### src/rtl/mux_scan_ctrl.sv
// Round-robin multiplexed-display scanner with optional post-advance blanking.
// Define MUX_SCAN_BLANK_EN to enable the BLANKING state and the BLANK parameter.
module mux_scan_ctrl #(
  parameter int PRESCALE = 100000,
  parameter int BLANK    = 1000
) (
  input  logic       clk,
  input  logic       rst,
  input  logic       en,
  input  logic [3:0] ch_en,
  output logic [1:0] S,
  output logic [3:0] AN,
  output logic       tick,
  output logic       blank
);

  localparam int CW = $clog2(PRESCALE);
  localparam logic [CW-1:0] LAST = CW'(PRESCALE - 1);

`ifdef MUX_SCAN_BLANK_EN
  localparam int BLANK_EFF = BLANK;
`else
  // BLANK has no effect without blanking support
  localparam int BLANK_EFF = 0 * BLANK;
`endif

  localparam bit USE_BLANK = (BLANK_EFF > 0);
  localparam logic [CW-1:0] BLANK_END = CW'(BLANK_EFF);

  typedef enum logic [1:0] {
    IDLE,
    BLANKING,
    SHOW
  } state_t;

  state_t        state;
  logic [CW-1:0] cnt;
  logic [CW-1:0] cnt_inc;
  logic [1:0]    s_adv;
  logic [1:0]    s_wake;
  logic [1:0]    s_nxt;
  logic          active;
  logic          restart;

  // Next enabled channel after cur; holds when no other channel is on.
  function automatic logic [1:0] rr(
    input logic [1:0] cur,
    input logic [3:0] m
  );
    logic [1:0] r;
    r = cur;
    for (int k = 3; k >= 1; k--) begin
      if (m[cur + 2'(k)]) r = cur + 2'(k);
    end
    return r;
  endfunction

  function automatic logic [3:0] strobe(
    input logic [1:0] sel,
    input logic [3:0] m
  );
    return m[sel] ? ~(4'b0001 << sel) : 4'b1111;
  endfunction

  assign active  = en && (ch_en != 4'b0000);
  assign cnt_inc = cnt + CW'(1);
  assign s_adv   = rr(S, ch_en);
  assign s_wake  = ch_en[S] ? S : s_adv;
  assign restart = (state == IDLE) || (cnt == LAST);
  assign s_nxt   = (state == IDLE) ? s_wake : s_adv;

  always_ff @(posedge clk) begin
    if (rst) begin
      state <= IDLE;
      cnt   <= '0;
      S     <= 2'b00;
      AN    <= 4'b1111;
      tick  <= 1'b0;
      blank <= 1'b0;
    end else begin
      tick <= 1'b0;
      if (!active) begin
        state <= IDLE;
        cnt   <= '0;
        AN    <= 4'b1111;
        blank <= 1'b1;
      end else if (restart) begin
        // Leaving IDLE or wrapping the prescaler starts a new period
        cnt  <= '0;
        S    <= s_nxt;
        tick <= (state != IDLE) || (s_wake != S);
        if (USE_BLANK) begin
          state <= BLANKING;
          AN    <= 4'b1111;
          blank <= 1'b1;
        end else begin
          state <= SHOW;
          AN    <= strobe(s_nxt, ch_en);
          blank <= 1'b0;
        end
      end else begin
        cnt <= cnt_inc;
        if (state == BLANKING && cnt_inc != BLANK_END) begin
          state <= BLANKING;
          AN    <= 4'b1111;
          blank <= 1'b1;
        end else begin
          state <= SHOW;
          AN    <= strobe(S, ch_en);
          blank <= 1'b0;
        end
      end
    end
  end

endmodule

### config.mk
export PLATFORM = sky130hd
export DESIGN_NAME = mux_scan_ctrl
export DESIGN_NICKNAME = d
export VERILOG_FILES = /design/src/rtl/mux_scan_ctrl.sv
export SDC_FILE = /design/constraint.sdc
export NUM_CORES = 1
export LEC_CHECK = 0
export ABC_AREA = 1
export CAP_MARGIN = 20
export CORE_MARGIN = 4
export CORE_UTILIZATION = 61
export CTS_CLUSTER_SIZE = 20
export DETAILED_ROUTE_END_ITERATION = 8
export GPL_TIMING_DRIVEN = 0
export PLACE_DENSITY_LB_ADDON = 0.25
export REMOVE_ABC_BUFFERS = 1
export SKIP_LAST_GASP = 1
export SLEW_MARGIN = 15
export SYNTH_ARGS = -nofsm -noshare
export SYNTH_HDL_FRONTEND = slang
export SYNTH_SLANG_ARGS = --single-unit
### constraint.sdc
create_clock -name clk -period 3.13 [get_ports clk]
set_input_delay 0.4695 -clock clk [delete_from_list [all_inputs] [get_ports clk]]
set_output_delay 0.4695 -clock clk [all_outputs]
set_load 0.01 [all_outputs]
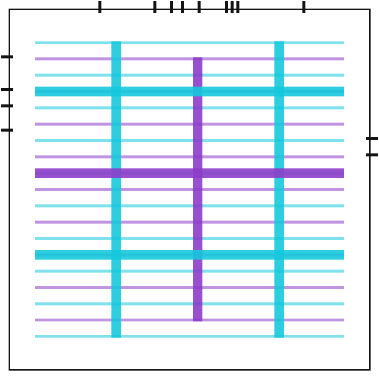
**Above:** floorplan with the power grid.
Drawn at 6 px/um. Pins as bars on the die edge.
| color | net |
|---|---|
| purple | VDD |
| cyan | VSS |
rows: 18
met5 straps: 3
signal pins: 15

==> metrics.yaml <==
finish:
  final-nonclk-buf-share_pct: 7.66
  n_all_buffers: 14
  nFlopsAndLatches: 27
  sh_comb_area_pct: 52.4
sta:
  setup_viol: 0
  worst_pin_slew_ns: 0.406
  setup_slack_ns: 0.943
  fin_setup_tns_ns: 0
  slew_headroom_pct: 72.9
  fin_crit_ns: 2.19
  fin_worst_skew_ns: 0.00187
synth:
  edf_count: 0
  yosys-top-cells-count: "78 x nand2_1, 34 x inv_1, 34 x nor2_1"
  top_area_share_pct: 33.0
  yosysWarnings: 0
floorplanning:
  die_area_mm2: 0.00358
  coreArea_mm2: 0.00252
  fp_util_pct: 65.0
  std_cell_rows: 18
global_routing:
  antenna_found_initial: 0
  grt_start_max_net_pins: 20
clocking:
  clkLatencyLatePin_ns: 0.32
  cts_setup_buffers: 0
  htree_levels: 1
pwr:
  power_mw: 0.685
  powerDensity_mw_per_mm2: 374
  ir_drop_mv: 0.385
critical_path:
  r2r-start: "S[0]"
  reg2reg_slack_ns: 0.94
flow_run:
  warnings: 29
  drv_cap: 0
detailed_routing:
  drtPass1Iterations: 5
  vias: 1615
  vias_per_cell: 5.33
  drt-total-wl_mm: 3.55
run_status:
  status: "finished, final reports clean"
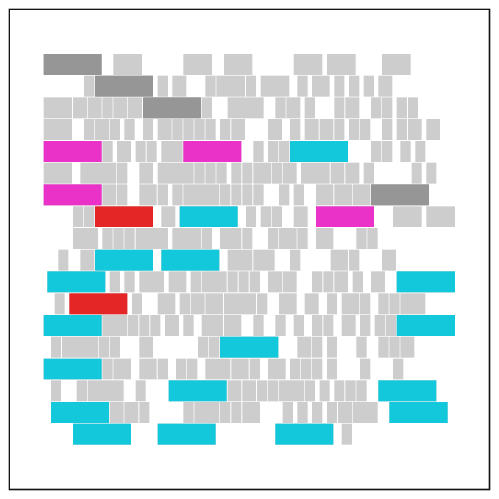
**Above:** where the registers sit.
Drawn at 8 px/um. Other sequential cells in the stronger gray, the rest of the logic in the fainter gray.
| color | signal | placed flops |
|---|---|---|
| red | state | 2 |
| magenta | AN | 4 |
| cyan | cnt | 17 |
not colored: 4

worst min-delay path by stage:
stage,startpoint,end
floorplan,cnt[0],cnt[0]
global placement,cnt[0],cnt[0]
detailed placement,cnt[0],cnt[0]
CTS,cnt[15],cnt[15]
global route,cnt[15],cnt[15]
finish,cnt[0],cnt[0]
state kept, by name, indices dropped and copies added (netlist names):
signal,cells
AN,4
cnt,17
S,2
blank,1
state,2
tick,1
cell families after synthesis:
group / Yosys count / synth area share, %
compound gates: 19 / 6.41
xor+xnor: 8 / 4.27
fa+ha+maj: 6 / 4.58
buf+inv: 36 / 8.55
flops: 27 / 33.0
simple gates: 161 / 43.2
report_power, final:
part	switching [mW]	total [mW]	internal [mW]
sequential	0.0120	0.366	0.354
combinational	0.105	0.170	0.0641
clock	0.0994	0.149	0.0499
total	0.217	0.685	0.468
worst max-delay path, stage by stage (launching register included):
cell and delay (ns):
dfxtp_1 0.59, inv_1 0.18, ha_1 0.38, inv_1 0.09, nand2_1 0.07, nand2_1 0.08, nand3_1 0.06, nand2_1 0.11
nand2_1 0.06, nand2_1 0.05, nand2_1 0.11, inv_1 0.09, nand3_1 0.08, nor2_1 0.10, a21oi_1 0.05
metal layers:
layer	up-vias	part of all wire [%]	track usage [%]
met4	0	1.6	8.23
li1	847	-	-
met2	37	43	32.7
met5	-	0	0
met3	8	4.0	2.81
met1	723	51	32.9
placed cells by master, fill, tap and decap left out, drive strengths merged:
cell type	count
nand2	82
nor2	40
inv	34
dfxtp	27
nand3	24
clkdlybuf4s50	14
nand4	10
a21oi	10
xor2	7
o21ai	7
ha	6
nor3	4
clkbuf	4
a31oi	2
nand3b	1
xnor2	1
Power is estimated from default activity; no workload was simulated.
